Fig. 1: run 1, the metal 3 layer
The bar under the picture is 20 um long.
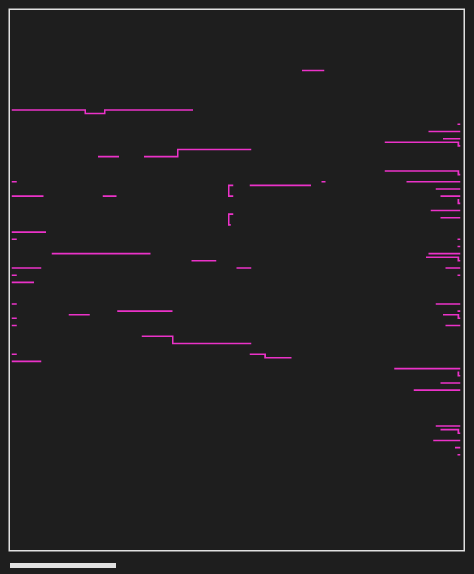
Fig. 2: run 1, placement by cell class
Fill, decap, tap and diode cells in gray.
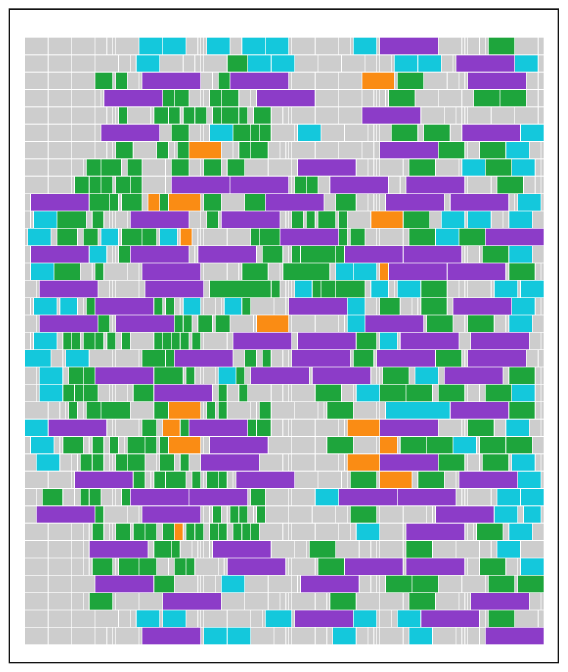
Fig. 3: run 1, clock nets
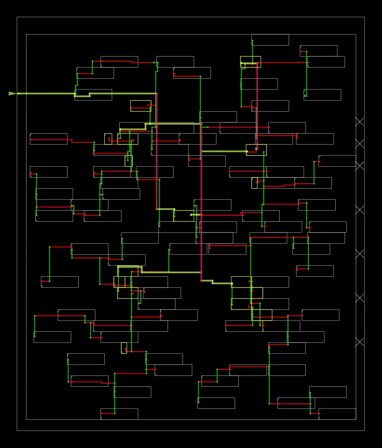
`src/rtl/linear_feeder_if.sv`:
```
// Operand-pair stream from linear_feeder to the MAC stage.
// The feeder drives the master side and the consumer drives out_ready.
interface linear_feeder_if #(
  parameter int DATA_WIDTH = 8,
  parameter int NEURON_W   = 1
);
  logic                  out_valid;
  logic                  out_ready;
  logic [DATA_WIDTH-1:0] x_out;
  logic [DATA_WIDTH-1:0] w_out;
  logic                  out_last;
  logic [NEURON_W-1:0]   out_neuron;

  modport master (
    output out_valid, x_out, w_out, out_last, out_neuron,
    input  out_ready
  );

  modport slave (
    input  out_valid, x_out, w_out, out_last, out_neuron,
    output out_ready
  );
endinterface

```
`src/rtl/linear_feeder.sv`:
```
// Streams (activation, weight) pairs for a fully connected layer out of two
// synchronous-read memories, through a 2-entry buffer, one pair per cycle.
module linear_feeder #(
  parameter int INPUT_SIZE  = 4096,
  parameter int OUTPUT_SIZE = 2,
  parameter int DATA_WIDTH  = 8,
  localparam int AW  = $clog2(INPUT_SIZE),
  localparam int WAW = $clog2(INPUT_SIZE * OUTPUT_SIZE),
  localparam int NW  = (OUTPUT_SIZE > 1) ? $clog2(OUTPUT_SIZE) : 1
) (
  input  logic                  clk,
  input  logic                  rst_n,
  input  logic                  start,
  output logic                  busy,
  output logic                  done,
  output logic                  x_rd_en,
  output logic [AW-1:0]         x_addr,
  input  logic [DATA_WIDTH-1:0] x_rd_data,
  output logic                  w_rd_en,
  output logic [WAW-1:0]        w_addr,
  input  logic [DATA_WIDTH-1:0] w_rd_data,
  linear_feeder_if.master       st
);

  localparam logic [AW-1:0] I_LAST = AW'(INPUT_SIZE - 1);
  localparam logic [NW-1:0] N_LAST = NW'(OUTPUT_SIZE - 1);

  typedef enum logic [1:0] {
    IDLE  = 2'd0,
    ISSUE = 2'd1,
    DRAIN = 2'd2
  } state_t;

  state_t          state_r, state_s;
  logic [AW-1:0]   i_r;
  logic [NW-1:0]   n_r;
  logic [WAW-1:0]  w_addr_r;
  logic            inflight_r;
  logic [AW-1:0]   tag_i_r;
  logic [NW-1:0]   tag_n_r;
  logic            busy_r, done_r;

  logic [DATA_WIDTH-1:0] fx_r [2];
  logic [DATA_WIDTH-1:0] fw_r [2];
  logic                  fl_r [2];
  logic [NW-1:0]         fn_r [2];
  logic                  wp_r, rp_r;
  logic [1:0]            count_r;

  logic       pop_s, issue_s, done_s, last_rd_s, room_s;
  logic [2:0] occ_s;

  assign pop_s     = (count_r != 2'd0) && st.out_ready;
  assign last_rd_s = (i_r == I_LAST) && (n_r == N_LAST);
  // Occupancy the buffer will have once everything already requested has landed.
  assign occ_s     = {1'b0, count_r} + {2'b00, inflight_r} - {2'b00, pop_s};
  assign room_s    = (occ_s < 3'd2);

  // Next-state, read-issue and done decode.
  always_comb begin
    state_s = state_r;
    issue_s = 1'b0;
    done_s  = 1'b0;
    case (state_r)
      IDLE: begin
        if (start) begin
          issue_s = 1'b1;
          state_s = ISSUE;
        end else begin
          state_s = IDLE;
        end
      end
      ISSUE: begin
        issue_s = room_s;
        if (room_s && last_rd_s) begin
          state_s = DRAIN;
        end else begin
          state_s = ISSUE;
        end
      end
      DRAIN: begin
        if ((count_r == 2'd1) && !inflight_r && pop_s) begin
          state_s = IDLE;
          done_s  = 1'b1;
        end else begin
          state_s = DRAIN;
        end
      end
      default: begin
        state_s = IDLE;
      end
    endcase
  end

  // State register with busy/done status flops.
  always_ff @(posedge clk or negedge rst_n) begin
    if (!rst_n) begin
      state_r <= IDLE;
      busy_r  <= 1'b0;
      done_r  <= 1'b0;
    end else begin
      state_r <= state_s;
      busy_r  <= (state_s != IDLE) || done_s;
      done_r  <= done_s;
    end
  end

  // Read address counters and the tag of the read currently in flight.
  always_ff @(posedge clk or negedge rst_n) begin
    if (!rst_n) begin
      i_r        <= {AW{1'b0}};
      n_r        <= {NW{1'b0}};
      w_addr_r   <= {WAW{1'b0}};
      inflight_r <= 1'b0;
      tag_i_r    <= {AW{1'b0}};
      tag_n_r    <= {NW{1'b0}};
    end else begin
      inflight_r <= issue_s;
      if (issue_s) begin
        tag_i_r  <= i_r;
        tag_n_r  <= n_r;
        w_addr_r <= last_rd_s ? {WAW{1'b0}} : w_addr_r + {{(WAW-1){1'b0}}, 1'b1};
        if (i_r == I_LAST) begin
          i_r <= {AW{1'b0}};
          n_r <= (n_r == N_LAST) ? {NW{1'b0}} : n_r + {{(NW-1){1'b0}}, 1'b1};
        end else begin
          i_r <= i_r + {{(AW-1){1'b0}}, 1'b1};
          n_r <= n_r;
        end
      end else begin
        tag_i_r <= tag_i_r;
      end
    end
  end

  // Two-entry output buffer; read data lands here the cycle after its strobe.
  always_ff @(posedge clk or negedge rst_n) begin
    if (!rst_n) begin
      for (int k = 0; k < 2; k++) begin
        fx_r[k] <= {DATA_WIDTH{1'b0}};
        fw_r[k] <= {DATA_WIDTH{1'b0}};
        fl_r[k] <= 1'b0;
        fn_r[k] <= {NW{1'b0}};
      end
      wp_r    <= 1'b0;
      rp_r    <= 1'b0;
      count_r <= 2'd0;
    end else begin
      if (inflight_r) begin
        fx_r[wp_r] <= x_rd_data;
        fw_r[wp_r] <= w_rd_data;
        fl_r[wp_r] <= (tag_i_r == I_LAST);
        fn_r[wp_r] <= tag_n_r;
        wp_r       <= ~wp_r;
      end else begin
        wp_r <= wp_r;
      end
      if (pop_s) begin
        rp_r <= ~rp_r;
      end else begin
        rp_r <= rp_r;
      end
      count_r <= count_r + {1'b0, inflight_r} - {1'b0, pop_s};
    end
  end

  assign busy          = busy_r;
  assign done          = done_r;
  assign x_rd_en       = issue_s;
  assign w_rd_en       = issue_s;
  assign x_addr        = i_r;
  assign w_addr        = w_addr_r;
  assign st.out_valid  = (count_r != 2'd0);
  assign st.x_out      = fx_r[rp_r];
  assign st.w_out      = fw_r[rp_r];
  assign st.out_last   = fl_r[rp_r];
  assign st.out_neuron = fn_r[rp_r];

endmodule

```
`src/flat_wrapper.sv`:
```
// flat-port wrapper written by rule: the top's interface ports become plain ports
module linear_feeder_flat 
#(
  parameter int INPUT_SIZE  = 4096,
  parameter int OUTPUT_SIZE = 2,
  parameter int DATA_WIDTH  = 8,
  localparam int AW  = $clog2(INPUT_SIZE),
  localparam int WAW = $clog2(INPUT_SIZE * OUTPUT_SIZE),
  localparam int NW  = (OUTPUT_SIZE > 1) ? $clog2(OUTPUT_SIZE) : 1
)
  (clk, rst_n, start, busy, done, x_rd_en, x_addr, x_rd_data, w_rd_en, w_addr, w_rd_data, st_out_valid, st_x_out, st_w_out, st_out_last, st_out_neuron, st_out_ready);
  linear_feeder_if #(.DATA_WIDTH(DATA_WIDTH), .NEURON_W(1)) st_i ();
  input  logic clk;
  input  logic rst_n;
  input  logic start;
  output logic busy;
  output logic done;
  output logic x_rd_en;
  output logic [AW-1:0] x_addr;
  input  logic [DATA_WIDTH-1:0] x_rd_data;
  output logic w_rd_en;
  output logic [WAW-1:0] w_addr;
  input  logic [DATA_WIDTH-1:0] w_rd_data;
  output wire logic [$bits(st_i.out_valid)-1:0] st_out_valid;
  output wire logic [$bits(st_i.x_out)-1:0] st_x_out;
  output wire logic [$bits(st_i.w_out)-1:0] st_w_out;
  output wire logic [$bits(st_i.out_last)-1:0] st_out_last;
  output wire logic [$bits(st_i.out_neuron)-1:0] st_out_neuron;
  input wire logic [$bits(st_i.out_ready)-1:0] st_out_ready;
  assign st_out_valid = st_i.out_valid;
  assign st_x_out = st_i.x_out;
  assign st_w_out = st_i.w_out;
  assign st_out_last = st_i.out_last;
  assign st_out_neuron = st_i.out_neuron;
  assign st_i.out_ready = st_out_ready;
  linear_feeder #(.INPUT_SIZE(INPUT_SIZE), .OUTPUT_SIZE(OUTPUT_SIZE), .DATA_WIDTH(DATA_WIDTH)) u_core (.clk(clk), .rst_n(rst_n), .start(start), .busy(busy), .done(done), .x_rd_en(x_rd_en), .x_addr(x_addr), .x_rd_data(x_rd_data), .w_rd_en(w_rd_en), .w_addr(w_addr), .w_rd_data(w_rd_data), .st(st_i));
endmodule
```
`config.mk`:
```
export PLATFORM = sky130hd
export DESIGN_NAME = linear_feeder_flat
export DESIGN_NICKNAME = d
export VERILOG_FILES = /design/src/rtl/linear_feeder_if.sv /design/src/rtl/linear_feeder.sv /design/src/flat_wrapper.sv
export SDC_FILE = /design/constraint.sdc
export NUM_CORES = 1
export LEC_CHECK = 0
export CAP_MARGIN = 20
export CORE_ASPECT_RATIO = 1.2
export CORE_MARGIN = 2
export CORE_UTILIZATION = 47
export CTS_CLUSTER_SIZE = 20
export DETAILED_ROUTE_END_ITERATION = 7
export GPL_ROUTABILITY_DRIVEN = 1
export PLACE_DENSITY = 0.78
export SYNTH_ARGS = -nofsm -noshare
export SYNTH_HDL_FRONTEND = slang
export SYNTH_SLANG_ARGS = --single-unit
```
`constraint.sdc`:
```
create_clock -name clk -period 3.77 [get_ports clk]
set_clock_uncertainty 0.15 [all_clocks]
set_input_delay 0.5655 -clock clk [delete_from_list [all_inputs] [get_ports clk]]
set_output_delay 0.5655 -clock clk [all_outputs]
set_load 0.01 [all_outputs]
```
==> results.rst, run 1 <==
Metrics
=======

.. list-table::
   :header-rows: 1

   * - Metric
     - Value
   * - Setup repair after global routing missed its margin
     - false
   * - Routed length on met2
     - 3950 um
   * - Min-delay src
     - u_core.tag_i_r[2]$_DFFE_PN0P_
   * - Arrival time at the worst endpoint
     - 2.90 ns
   * - Power attributed to combinational cells
     - 2.05 mW
   * - Register bit count reported by yosys
     - 84
   * - Post-Syn Instances
     - 325
   * - Yosys cell count
     - 325
   * - Via count
     - 2,794
   * - Top post-synthesis cells by area
     - sky130_fd_sc_hd__dfrtp_1 56%, sky130_fd_sc_hd__mux2_2 16%, sky130_fd_sc_hd__nand2_1 5.1%
   * - Timing startpoint of the critical path
     - st_out_ready
   * - Total clock network power
     - 0.564 mW
   * - Worst reg-to-reg path cell count
     - 11
   * - Worst setup SP type
     - input pin
   * - Share of cells above drive strength 1
     - 0.232
   * - Crit Path Category
     - in2out
   * - Max-slew violation total from the final report
     - 0
   * - Combined buffer and inverter count along the critical path
     - 4
   * - GR Util met1
     - 0.237
   * - Flop count
     - roughly 84
   * - Total count of hold-check failures in the final report
     - 0
   * - Reg2reg end
     - u_core.w_addr[6]$_DFFE_PN0P_
   * - Pin count of the biggest net entering global routing
     - 85
   * - Classification of the worst-slack hold path
     - reg2reg
   * - Transition time at the pin with the least slew margin
     - slightly below 1 ns
   * - Mean post-synth cell area
     - approximately 12 sq um
   * - MI comb cells
     - 220
   * - Simple-gate share of the synthesized area
     - 0.147
   * - Summed area of non-filler cells in the final layout
     - 0.00483 sq mm
   * - Root Driver
     - sky130_fd_sc_hd__clkbuf_8
   * - Worst R2R Setup Slack
     - 0.24 ns
   * - Cell Count Post-Placement
     - 482
   * - GR Util met3
     - 0.0372
   * - Layer with the highest usage
     - met2
   * - Cell type with the largest total area after synthesis
     - sky130_fd_sc_hd__dfrtp_1
   * - Number of warning messages in the yosys log
     - 0
   * - Via count of the first global-routing pass
     - 2,815
   * - Relative slew slack
     - 0.346
   * - Place WS
     - -0.455 ns
   * - Main logic family after synthesis
     - multiplexers
   * - Insertion delay of the later-clocked pin in the worst-skew pair
     - 0.35 ns
   * - Yosys synthesis chip area
     - 0.00378 sq mm
   * - Number of max-capacitance violations reported
     - 0
   * - Cell with the most instances after synthesis
     - sky130_fd_sc_hd__dfrtp_1
   * - Count of cell types in the netlist
     - 37
   * - Layout filler cell count
     - 637
   * - Sequential fraction of design power
     - 0.359
   * - Power density normalized to cell area
     - approximately 840 mW/mm^2
   * - Worst flop-to-flop path startpoint
     - u_core.count_r[1]$_DFF_PN0_
   * - Fraction of the yosys area taken by sequential cells
     - 0.556
   * - Dominant kind of cell by area
     - sequential cells
   * - Critical path required time
     - 3.05 ns
   * - Number of hold buffers added after CTS
     - 0
   * - Mux area share
     - 0.167
   * - Area taken by flip-flops and latches
     - 0.00210 sq mm
   * - Layout overhead on the synthesized area
     - 27.8%
   * - Cell-by-cell listing of the critical path
     - clkdlybuf4s50_1 -> and2_4 -> ha_1 -> inv_1 -> ha_2 -> fa_1 -> or3b_4 -> a2bb2oi_4 -> inv_4 -> buf_6
   * - Worst hold slack after final layout
     - approximately 0.33 ns
   * - Final Wtd Congestion
     - 0.791
   * - Starting density of the core
     - 0.487
   * - Number of flops mapped to enable cells by yosys
     - 0
   * - Logic area
     - 0.00161 sq mm
   * - Per-cell routed wire length
     - 15.4 um
   * - TritonCTS Buffers
     - 9
   * - Portion of total power attributed to the clock network
     - 0.138
   * - Antenna violations before repair
     - 0
   * - Count of nets left with antenna violations after detail routing
     - 0
   * - CTS tree
     - done
   * - Leakage power summed over all cells
     - 2.09 nW
   * - Combinational share of cell area
     - 0.333
   * - Clock network area share
     - 0.0352
   * - Top power group
     - combinational cells
   * - Placed Instance Area
     - 0.00460 sq mm
   * - Total power of the final layout
     - between 4 and 5 mW
   * - Placed wire-length estimate
     - 5240 um
   * - Status
     - finished, violations left
   * - Final Critical Period
     - 3.61 ns
   * - Initial DRC Count
     - 106
   * - Final sum of negative setup slack
     - 0 ns
   * - Number of warnings the tools reported
     - 26
   * - Count of instances resized after the clock tree is built
     - 11
   * - Wire length on met3
     - 316 um
   * - CP max FO
     - 5
   * - Crit path setup slack, layout
     - 0.156 ns
   * - Cell type group with the largest total delay on the critical path
     - adder cells
   * - Well-Tap Cells
     - approximately 92
   * - Adder Area Share
     - 0.0185
   * - Violated checks
     - DRC
   * - Top area contributor share
     - 0.556
   * - Aggregate global-route resource usage
     - 0.190
   * - Depth of the CTS H-tree
     - 3
   * - Chip Height
     - 102 um
   * - Min-Delay Path Depth
     - 2
   * - Comb pwr share
     - 0.503
   * - Slowest cell on crit path
     - sky130_fd_sc_hd__fa_1
   * - Deepest clock path buffer count
     - 2
   * - Wl on met1
     - ~3300 um
   * - Clock-pin slew on the worst setup and hold paths
     - 0.08 ns
   * - Number of cells in the finished layout apart from fillers
     - 501
   * - Switching power share of the total
     - 0.359
   * - Net count entering floorplan
     - roughly 350
   * - Internal power
     - 2.61 mW
   * - Part of the cycle the worst path needs
     - 0.959
   * - Leading post-synthesis cells by instance count
     - 84 x sky130_fd_sc_hd__dfrtp_1, 55 x sky130_fd_sc_hd__mux2_2, 51 x sky130_fd_sc_hd__nand2_1
   * - Post-Syn Area
     - 0.00378 sq mm
   * - Final net count
     - 429
   * - Post-CTS Setup Inserts
     - 0
   * - Reported net switching power
     - 1.46 mW
   * - DRC Markers
     - 7
   * - Max VDD drop
     - around 0.00075 V
   * - Parity-gate share of the synthesized area counting xor and xnor cells
     - 0.0209
   * - Number of ordinary inverters in the final layout
     - 7
   * - Met2 capacity usage during global routing
     - 0.334
   * - Setup violation total in the final timing report
     - 0
   * - Overall die area
     - 0.00878 sq mm
   * - Largest incremental delay on the critical path
     - about 0.50 ns
   * - Top-Level Pins
     - around 68
   * - Kind of capture point of the worst setup path
     - output pin
   * - Synth Area in Compound Gates
     - 0.0642
   * - Critical path capture point
     - x_rd_en
   * - Count of antenna diodes in the layout
     - 0
   * - Top achievable clock speed
     - 277 MHz
   * - Total congestion overflow
     - 0
   * - Seq. pwr
     - 1.46 mW
   * - Crit path depth
     - 10
   * - Share of flip-flops with an asynchronous set or reset
     - 1.00
   * - Commonest flop
     - sky130_fd_sc_hd__dfrtp_1
   * - Wire length of the first global-routing pass
     - 13,200 um
   * - Final WL
     - 7700 um
   * - Buffers outside the clock class
     - 82
   * - DR pass1 iterations
     - 6
About Fig. 1:
longest straight run: 18.4 um
wire length on this layer: 317 um
share of all routed wire: 4.1%
nets with wire on the layer: 49

About Fig. 2:
[registers] purple | cells: 84 | share of their area: 45%
[clock drivers and dummy loads] orange | cells: 16 | share of their area: 3.6%
[remaining buffers and delay cells] cyan | cells: 82 | share of their area: 17%
[remaining logic cells] green | cells: 227 | share of their area: 35%
Post-Route Utilization: 0.623
Core Region: 0.00775 sq mm
Seq/total area: 0.435
total number of placement rows: 35

About Fig. 3:
clkbuf count: 12
count of clock tree sinks: 84

==> run 1: worst register-to-register path, cell delays in order (launching register included) <==
cell and delay [ns]:
sky130_fd_sc_hd__dfrtp_1 0.38, sky130_fd_sc_hd__or2_4 0.25, sky130_fd_sc_hd__and2_4 0.16, sky130_fd_sc_hd__ha_1 0.27, sky130_fd_sc_hd__inv_1 0.04, sky130_fd_sc_hd__ha_2 0.18, sky130_fd_sc_hd__fa_1 0.50, sky130_fd_sc_hd__or3b_4 0.40
sky130_fd_sc_hd__a2bb2oi_4 0.16, sky130_fd_sc_hd__buf_4 0.28, sky130_fd_sc_hd__or4_1 0.56, sky130_fd_sc_hd__a21oi_1 0.15
==> run 1: cells in the final DEF (no fill, tap or decap), types with 4 or more instances in the layout <==
cell	Yosys	layout
sky130_fd_sc_hd__dfrtp_1	84	84
sky130_fd_sc_hd__inv_1	7	6
sky130_fd_sc_hd__mux2_2	55	55
sky130_fd_sc_hd__xor2_1	5	5
sky130_fd_sc_hd__clkbuf_8	0	10
sky130_fd_sc_hd__and3_1	5	5
sky130_fd_sc_hd__o31ai_1	8	8
sky130_fd_sc_hd__nand4_1	6	6
sky130_fd_sc_hd__a22o_1	5	5
sky130_fd_sc_hd__xnor2_1	4	4
sky130_fd_sc_hd__buf_4	2	14
sky130_fd_sc_hd__nand3_1	12	12
sky130_fd_sc_hd__o21ai_0	11	11
sky130_fd_sc_hd__a21oi_1	12	12
sky130_fd_sc_hd__nor3_1	5	5
sky130_fd_sc_hd__or4_1	8	8
sky130_fd_sc_hd__nand2_1	51	51
sky130_fd_sc_hd__nor2_1	8	7
sky130_fd_sc_hd__clkdlybuf4s50_1	0	64
--- run 2 (diff from run 1) ---
--- a/config.mk
+++ b/config.mk
@@ -9,6 +9,7 @@
 export CORE_ASPECT_RATIO = 1.2
 export CORE_MARGIN = 2
 export CORE_UTILIZATION = 47
+export CTS_BUF_LIST = sky130_fd_sc_hd__clkbuf_8 sky130_fd_sc_hd__clkbuf_16
 export CTS_CLUSTER_SIZE = 20
 export DETAILED_ROUTE_END_ITERATION = 7
 export GPL_ROUTABILITY_DRIVEN = 1
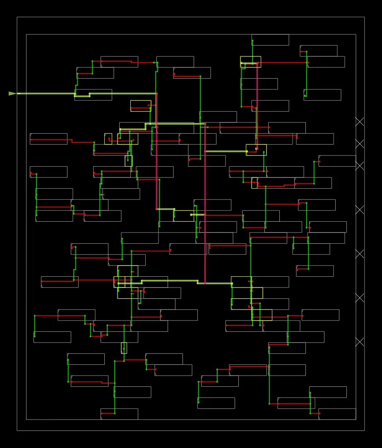
Fig. 4. Clock nets (run 2).
TritonCTS Buffers: 9
clkbuf count: 10

==> results.rst, run 2 <==
Metrics
=======

.. list-table::
   :header-rows: 1

   * - Metric
     - Value
   * - Combined buffer and inverter count along the critical path
     - 4 (unchanged)
   * - Total power of the final layout
     - 4.06 mW (-0.22%)
   * - Top area contributor share
     - 0.556 (unchanged)
   * - Mean post-synth cell area
     - 11.6 sq um (unchanged)
   * - Min-delay src
     - u_core.tag_i_r[2]$_DFFE_PN0P_
   * - Timing startpoint of the critical path
     - st_out_ready
   * - Status
     - finished, violations left
   * - Most common logic cell in the routed design
     - sky130_fd_sc_hd__dfrtp_1
   * - Cell type with the largest total area after synthesis
     - sky130_fd_sc_hd__dfrtp_1
   * - Commonest flop
     - sky130_fd_sc_hd__dfrtp_1
   * - Top-Level Pins
     - 68 (unchanged)
   * - Pin count of the biggest net entering global routing
     - 85 (unchanged)
   * - Count of nets left with antenna violations after detail routing
     - 0 (unchanged)
   * - Yosys cell count
     - 325 (unchanged)
   * - Reg2reg end
     - u_core.w_addr[6]$_DFFE_PN0P_
   * - Wire length of the first global-routing pass
     - 13,200 um (unchanged)
   * - Overall die area
     - 0.00878 sq mm (unchanged)
   * - Deepest clock path buffer count
     - 2 (unchanged)
   * - Sequential fraction of design power
     - 0.360 (about the same)
   * - Layout filler cell count
     - 637 (unchanged)
   * - Worst R2R Setup Slack
     - 0.24 ns (about the same)
   * - Reported net switching power
     - 1.46 mW (-0.25%)
   * - Cell with the most instances after synthesis
     - sky130_fd_sc_hd__dfrtp_1
   * - Met2 capacity usage during global routing
     - 0.334 (unchanged)
   * - Root Driver
     - sky130_fd_sc_hd__clkbuf_8
   * - Worst setup SP type
     - input pin
   * - Top post-synthesis cells by area
     - sky130_fd_sc_hd__dfrtp_1 56%, sky130_fd_sc_hd__mux2_2 16%, sky130_fd_sc_hd__nand2_1 5.1%
   * - CTS tree
     - done
   * - Switching power share of the total
     - 0.359 (about the same)
   * - Count of cell types in the netlist
     - 37 (unchanged)
   * - Critical path capture point
     - x_rd_en
   * - Power density normalized to cell area
     - 841 mW/mm^2 (-0.22%)
   * - Total congestion overflow
     - 0 (unchanged)
   * - Final WL
     - 7690 um (-0.19%)
   * - Layer with the highest usage
     - met2
   * - Setup repair after global routing missed its margin
     - false
   * - Classification of the worst-slack hold path
     - reg2reg
   * - Final Wtd Congestion
     - 0.791 (unchanged)
   * - Antenna violations before repair
     - 0 (unchanged)
   * - Routed length on met2
     - 3950 um (-0.10%)
   * - Largest incremental delay on the critical path
     - 0.50 ns (about the same)
   * - Chip Height
     - 102 um (unchanged)
   * - DRC Markers
     - 7 (unchanged)
   * - Wire length on met3
     - 304 um (-3.8%)
   * - Via count of the first global-routing pass
     - 2,815 (unchanged)
   * - Post-Syn Instances
     - 325 (unchanged)
   * - Slowest cell on crit path
     - sky130_fd_sc_hd__fa_1
   * - Per-cell routed wire length
     - 15.3 um (-0.19%)
   * - Worst hold slack after final layout
     - 0.327 ns (+0.0000330 ns)
   * - Share of flip-flops with an asynchronous set or reset
     - 1.00 (unchanged)
   * - Internal power
     - 2.61 mW (-0.21%)
   * - Share of cells above drive strength 1
     - 0.232 (unchanged)
   * - Arrival time at the worst endpoint
     - 2.90 ns (about the same)
   * - Final net count
     - 429 (unchanged)
   * - Net count entering floorplan
     - 350 (unchanged)
   * - Fraction of the yosys area taken by sequential cells
     - 0.556 (unchanged)
   * - Number of max-capacitance violations reported
     - 0 (unchanged)
   * - Transition time at the pin with the least slew margin
     - 0.980 ns (unchanged)
   * - Final Critical Period
     - 3.61 ns (-0.000216 ns)
   * - Min-Delay Path Depth
     - 2 (unchanged)
   * - CP max FO
     - 5 (unchanged)
   * - Cell type group with the largest total delay on the critical path
     - adder cells
   * - Relative slew slack
     - 0.346 (unchanged)
   * - Count of clock tree sinks
     - 84 (unchanged)
   * - Worst flop-to-flop path startpoint
     - u_core.count_r[1]$_DFF_PN0_
   * - Setup violation total in the final timing report
     - 0 (unchanged)
   * - Summed area of non-filler cells in the final layout
     - 0.00483 sq mm (unchanged)
   * - Violated checks
     - DRC
   * - Part of the cycle the worst path needs
     - 0.958 (about the same)
   * - Register bit count reported by yosys
     - 84 (unchanged)
   * - Kind of capture point of the worst setup path
     - output pin
   * - Clock-pin slew on the worst setup and hold paths
     - 0.08 ns (about the same)
   * - Cell Count Post-Placement
     - 482 (unchanged)
   * - Insertion delay of the later-clocked pin in the worst-skew pair
     - 0.34 ns (about the same)
   * - Cell-by-cell listing of the critical path
     - clkdlybuf4s50_1 -> and2_4 -> ha_1 -> inv_1 -> ha_2 -> fa_1 -> or3b_4 -> a2bb2oi_4 -> inv_4 -> buf_6
   * - Critical path required time
     - 3.05 ns (about the same)
   * - Placed Instance Area
     - 0.00460 sq mm (unchanged)
   * - Count of antenna diodes in the layout
     - 0 (unchanged)
   * - Max VDD drop
     - 0.000748 V (-0.23%)
   * - Most frequent logic cells in the routed design
     - 84 x sky130_fd_sc_hd__dfrtp_1, 64 x sky130_fd_sc_hd__clkdlybuf4s50_1, 55 x sky130_fd_sc_hd__mux2_2, 51 x sky130_fd_sc_hd__nand2_1, 14 x sky130_fd_sc_hd__buf_4
   * - Portion of total power attributed to the clock network
     - 0.137 (about the same)
   * - Wl on met1
     - 3350 um (about the same)
   * - Crit path setup slack, layout
     - 0.157 ns (+0.000216 ns)
   * - Comb pwr share
     - 0.503 (about the same)
   * - GR Util met1
     - 0.237 (unchanged)
   * - Place WS
     - -0.455 ns (unchanged)
   * - Starting density of the core
     - 0.487 (unchanged)
   * - Total count of hold-check failures in the final report
     - 0 (unchanged)
   * - Max-slew violation total from the final report
     - 0 (unchanged)
   * - Total number of placement rows
     - 35 (unchanged)
   * - Leading post-synthesis cells by instance count
     - 84 x sky130_fd_sc_hd__dfrtp_1, 55 x sky130_fd_sc_hd__mux2_2, 51 x sky130_fd_sc_hd__nand2_1
   * - Number of warning messages in the yosys log
     - 0 (unchanged)
   * - Number of warnings the tools reported
     - 26 (unchanged)
   * - Placed wire-length estimate
     - 5240 um (unchanged)
   * - Layout overhead on the synthesized area
     - 27.8% (unchanged)
   * - Core Region
     - 0.00775 sq mm (unchanged)
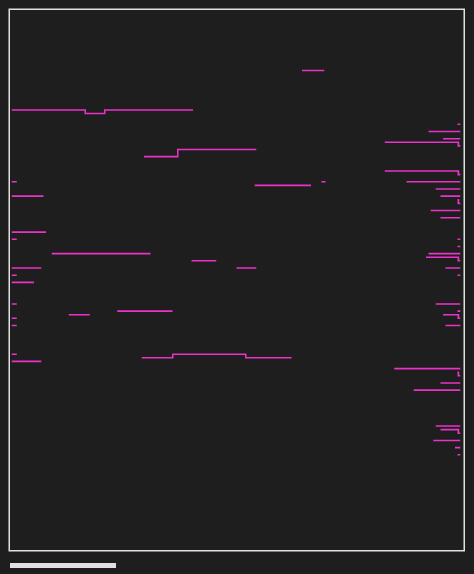
Fig. 5. The metal 3 layer (run 2).
The bar under the picture is 20 um long.
nets with wire on the layer: 47
share of all routed wire: 4.0%
longest straight run: 18.4 um
main direction: horizontal
via count: 2,784
GR Util met3: 0.0372

[run 2: cell types whose count changed in the layout (fill, tap and decap cells not counted), sizes merged]
cell    before  now
inv          7    9
clkbuf      12   10
[run 2: area by class of cell]
class	count	area, sq um	share of cell area
repair buffers	82	806	0.167
clock buffers	10	138	0.0285
multi-input cells	220	1610	0.333
clock inverters	6	32.5	0.00674
inverters	7	28.8	0.00596
well taps	92	115	0.0238
flip-flops and latches	84	2100	0.435
[run 2: timing repair]
action | in CTS | in global routing
pin swaps | 1 | 2
hold buffers | 0 | 1
resized | 11 | 5
setup endpoints to repair | 2 | 7
hold endpoints to repair | 0 | 17
setup buffers | 0 | 1
[run 2: power groups by stage]
| stage | Sequential, mW | Combinational [mW] | Clock, mW |
|---|---|---|---|
| 2_1_floorplan | 1.41 | 1.20 | 0 |
| 4_1_cts | 1.47 | 2.01 | 0.579 |
| 5_1_grt | 1.51 | 2.25 | 0.616 |
| 3_5_place_dp | 1.49 | 2.00 | 0 |
| 6_report | 1.46 | 2.04 | 0.558 |
| 3_3_place_gp | 1.46 | 1.96 | 0 |
[run 2: worst reg2reg max path: cells and delay by family, from the launching register on]
kind | cells | cell delay [ns]
AOI/OAI and AO/OA | 2 | 0.31
adders and majority gates | 3 | 0.95
buffers and inverters | 2 | 0.32
DFF | 1 | 0.38
and+or+nand+nor | 4 | 1.36
[run 2: cell families after synthesis]
group                      synth area share
buffers and inverters                0.0262
xor gates and xnor gates             0.0209
AOI/OAI and AO/OA                    0.0642
DFF                                   0.556
and+or+nand+nor                       0.147
muxes                                 0.167
adders and majority gates            0.0185
--- run 3 (diff from run 2) ---
==> constraint.sdc (replaced) <==
create_clock -name clk -period 2.9 [get_ports clk]
set_clock_uncertainty 0.15 [all_clocks]
set_input_delay 0.435 -clock clk [delete_from_list [all_inputs] [get_ports clk]]
set_output_delay 0.435 -clock clk [all_outputs]
set_load 0.01 [all_outputs]
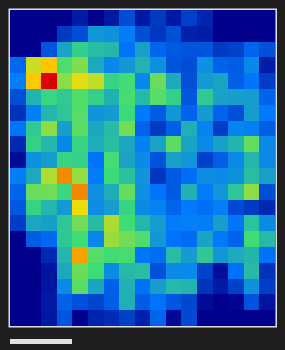
Fig. 6. Wiring heat map (run 3).
The bar under the picture is 20 um long. The die is cut into 17 by 20 equal tiles; dark blue is low, red is high, scaled to the fullest tile. Values are wire area over tile area, all layers added.
nearly empty tiles: 11%
fullest tile: 0.51
tiles over half the peak: 13%
per-cell routed wire length: 15.7 um
aggregate global-route resource usage: 0.199
final WL: 8130 um
via count: 2,843

==> results.rst, run 3 <==
Metrics
=======

.. list-table::
   :header-rows: 1

   * - Metric
     - Value
   * - Violated checks
     - DRC, hold timing, setup timing
   * - Starting density of the core
     - 0.487 (unchanged)
   * - Cell-by-cell listing of the critical path
     - or2_4 -> and2_4 -> ha_4 -> inv_2 -> ha_4 -> fa_2 -> or3b_4 -> a2bb2oi_4 -> inv_2 -> buf_6
   * - Placed Instance Area
     - 0.00472 sq mm (+2.7%)
   * - Arrival time at the worst endpoint
     - 2.76 ns (-0.14 ns)
   * - Net count entering floorplan
     - 350 (unchanged)
   * - Insertion delay of the later-clocked pin in the worst-skew pair
     - 0.34 ns (about the same)
   * - Post-Syn Area
     - 0.00378 sq mm
   * - Post-Syn Instances
     - 325 (unchanged)
   * - Final sum of negative setup slack
     - -11.61 ns
   * - Largest incremental delay on the critical path
     - 0.41 ns (-0.09 ns)
   * - CP max FO
     - 3 (-2)
   * - Antenna violations before repair
     - 0 (unchanged)
   * - Max VDD drop
     - 0.000671 V (-10%)
   * - Yosys synthesis chip area
     - 0.00378 sq mm
   * - Yosys cell count
     - 325 (unchanged)
   * - Count of buffers inserted at the top-level ports
     - 67
   * - Power density normalized to cell area
     - 1240 mW/mm^2 (+47%)
   * - Register bit count reported by yosys
     - 84 (unchanged)
   * - Worst hold slack after final layout
     - -0.0224 ns (-0.349 ns)
   * - Worst setup SP type
     - flip-flop
   * - GR Util met1
     - 0.261 (+0.0243)
   * - Share of flip-flops with an asynchronous set or reset
     - 1.00 (unchanged)
   * - Final Critical Period
     - 3.34 ns
   * - Critical path capture point
     - w_rd_en
   * - Layout overhead on the synthesized area
     - 36.9%
   * - Top achievable clock speed
     - 299 MHz
   * - Core Region
     - 0.00775 sq mm (unchanged)
   * - Deepest clock path buffer count
     - 2 (unchanged)
   * - Number of cells in the finished layout apart from fillers
     - 518
   * - Total count of hold-check failures in the final report
     - 11 (+11)
   * - Count of clock tree sinks
     - 84 (unchanged)
   * - Top post-synthesis cells by area
     - sky130_fd_sc_hd__dfrtp_1 56%, sky130_fd_sc_hd__mux2_2 16%, sky130_fd_sc_hd__nand2_1 5.1%
   * - Mean post-synth cell area
     - 11.6 sq um (unchanged)
   * - Cell with the most instances after synthesis
     - sky130_fd_sc_hd__dfrtp_1
   * - Fraction of the yosys area taken by sequential cells
     - 0.556 (unchanged)
   * - Overall die area
     - 0.00878 sq mm (unchanged)
   * - Leakage power summed over all cells
     - ~2.3 nW
   * - Placed wire-length estimate
     - 5260 um (+0.35%)
   * - Crit path setup slack, layout
     - -0.441 ns (-0.597 ns)
   * - Final net count
     - 446 (+4.0%)
   * - Number of warnings the tools reported
     - 29 (+12%)
   * - Timing startpoint of the critical path
     - u_core.count_r[0]$_DFF_PN0_
   * - TritonCTS Buffers
     - 9 (unchanged)
   * - Top-Level Pins
     - 68 (unchanged)
   * - Count of antenna diodes in the layout
     - 0 (unchanged)
   * - Total power of the final layout
     - 6.39 mW (+57%)
   * - Worst R2R Setup Slack
     - -0.36 ns (-0.60 ns)
   * - Setup repair after global routing missed its margin
     - true
   * - Final Wtd Congestion
     - 0.864 (+9.2%)
   * - Max-slew violation total from the final report
     - 0 (unchanged)
   * - Number of flops mapped to enable cells by yosys
     - 0
   * - Uppermost signal routing layer after detailed routing
     - met4
   * - DRC Markers
     - 8 (+1)
   * - Share of cells above drive strength 1
     - 0.308 (+0.0752)
   * - Commonest flop
     - sky130_fd_sc_hd__dfrtp_1
   * - Worst flop-to-flop path startpoint
     - u_core.count_r[0]$_DFF_PN0_
   * - Number of warning messages in the yosys log
     - 0 (unchanged)
   * - Transition time at the pin with the least slew margin
     - 0.810 ns (-0.171 ns)
   * - Pin count of the biggest net entering global routing
     - 56 (-34%)
   * - Crit Path Category
     - reg2out
   * - Layer with the highest usage
     - met2
   * - Total congestion overflow
     - 0 (unchanged)
   * - Status
     - finished, violations left
   * - Critical path required time
     - 2.32 ns (-0.73 ns)
   * - Summed area of non-filler cells in the final layout
     - 0.00517 sq mm (+7.1%)
   * - Reg2reg end
     - u_core.x_addr[7]$_DFFE_PN0P_
   * - Root Driver
     - sky130_fd_sc_hd__clkbuf_8
   * - Total number of placement rows
     - 35 (unchanged)
   * - Place WS
     - -0.832 ns (-0.377 ns)
   * - Depth of the CTS H-tree
     - 3
   * - Slowest cell on crit path
     - sky130_fd_sc_hd__fa_2
   * - Via count of the first global-routing pass
     - 2,952 (+4.9%)
   * - Cell Count Post-Placement
     - 488 (+1.2%)
   * - Count of cell types in the netlist
     - 37 (unchanged)
   * - Wire length of the first global-routing pass
     - 13,700 um (+4.5%)
   * - Setup violation total in the final timing report
     - 41 (+41)
   * - Wire length on met3
     - 333 um (+9.5%)
   * - Kind of capture point of the worst setup path
     - output pin
   * - Post-Route Utilization
     - 0.667
   * - CTS tree
     - done
   * - Routed length on met2
     - 4130 um (+4.6%)
   * - Worst reg-to-reg path cell count
     - 11
   * - Leading post-synthesis cells by instance count
     - 84 x sky130_fd_sc_hd__dfrtp_1, 55 x sky130_fd_sc_hd__mux2_2, 51 x sky130_fd_sc_hd__nand2_1
   * - Classification of the worst-slack hold path
     - in2async
   * - Count of nets left with antenna violations after detail routing
     - 0 (unchanged)
   * - Number of max-capacitance violations reported
     - 0 (unchanged)
   * - GR Util met3
     - 0.0525 (+0.0153)
   * - Top area contributor share
     - 0.556 (unchanged)
   * - Initial DRC Count
     - 111
   * - Met2 capacity usage during global routing
     - 0.332 (-0.00240)
   * - Relative slew slack
     - 0.459 (+0.113)
   * - Part of the cycle the worst path needs
     - 1.15
   * - Chip Height
     - 102 um (unchanged)
   * - DR pass1 iterations
     - 8
   * - Number of vias per cell after detailed routing
     - about 5.5
   * - Die boundary width
     - 85.9 um
   * - Wl on met1
     - 3600 um (+7.6%)
   * - Clock-pin slew on the worst setup and hold paths
     - 0.09 ns (about the same)
   * - Most common logic cell in the routed design
     - sky130_fd_sc_hd__dfrtp_1
   * - Most frequent logic cells in the routed design
     - 84 x sky130_fd_sc_hd__dfrtp_1, 64 x sky130_fd_sc_hd__clkdlybuf4s50_1, 55 x sky130_fd_sc_hd__mux2_2, 45 x sky130_fd_sc_hd__nand2_1, 23 x sky130_fd_sc_hd__buf_4
   * - Cell type with the largest total area after synthesis
     - sky130_fd_sc_hd__dfrtp_1
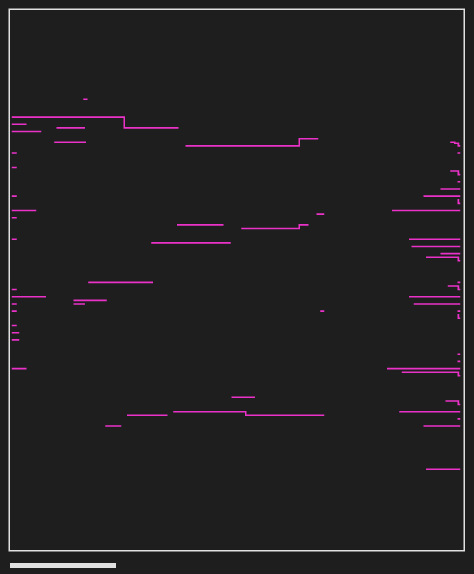
Fig. 7. The metal 3 layer (run 3).
The bar under the picture is 20 um long.
longest straight run: 21.4 um
wire length on this layer: 333 um
share of all routed wire: 4.1%

-- run 3: cell counts after synthesis --
No cell type changed its count.
-- run 3: repair_timing --
action	in CTS	in global routing
hold buffers	0	0
setup endpoints to repair	41	42
pin swaps	8	9
resized	33	8
cloned	2	0
buffers inserted	12	4
-- run 3: power breakdown --
part | internal [mW] | switching (mW)
logic | 2.14 | 1.51
clock network | 0.440 | 0.415
registers | 1.58 | 0.297
total | 4.17 | 2.22
-- run 3: worst min path at each step --
stage	from	end	slack, ns	cells after the start
floorplan	rst_n	u_core.busy$_DFF_PN0_	-0.01	0
global route	rst_n	u_core.fx_r[1]$_DFFE_PN0P_	0.02	1
global placement	u_core.tag_i_r[7]$_DFFE_PN0P_	u_core.tag_i_r[7]$_DFFE_PN0P_	0.31	2
detailed placement	u_core.tag_i_r[11]$_DFFE_PN0P_	u_core.tag_i_r[11]$_DFFE_PN0P_	0.32	2
CTS	rst_n	u_core.fx_r[9]$_DFFE_PN0P_	0.003	1
finish	rst_n	u_core.fx_r[9]$_DFFE_PN0P_	-0.02	1
-- run 3: layout make-up --
cell class	instances	area, sq um
Clock buffer	11	151
Clock inverter	5	51.3
Fill cell	619	2580
Inverter	7	26.3
Multi-Input combinational cell	220	1720
Sequential cell	84	2100
Tap cell	92	115
Timing Repair Buffer	99	1010
-- run 3: critical path: cells and delay by family, from the launching register on --
family / cells / cell delay, ns
buffers and inverters: 3 / 0.23
AOI/OAI and AO/OA: 1 / 0.19
DFF: 1 / 0.38
and+or+nand+nor: 3 / 0.79
adders and majority gates: 3 / 0.81
-- run 3: cells by family after synthesis --
group,after synthesis,synth area share
buffers and inverters,21,0.0262
xor gates and xnor gates,9,0.0209
and+or+nand+nor,111,0.147
muxes,56,0.167
adders and majority gates,5,0.0185
AOI/OAI and AO/OA,39,0.0642
DFF,84,0.556
Power figures rest on the tool's default switching activity, not on a simulated workload.
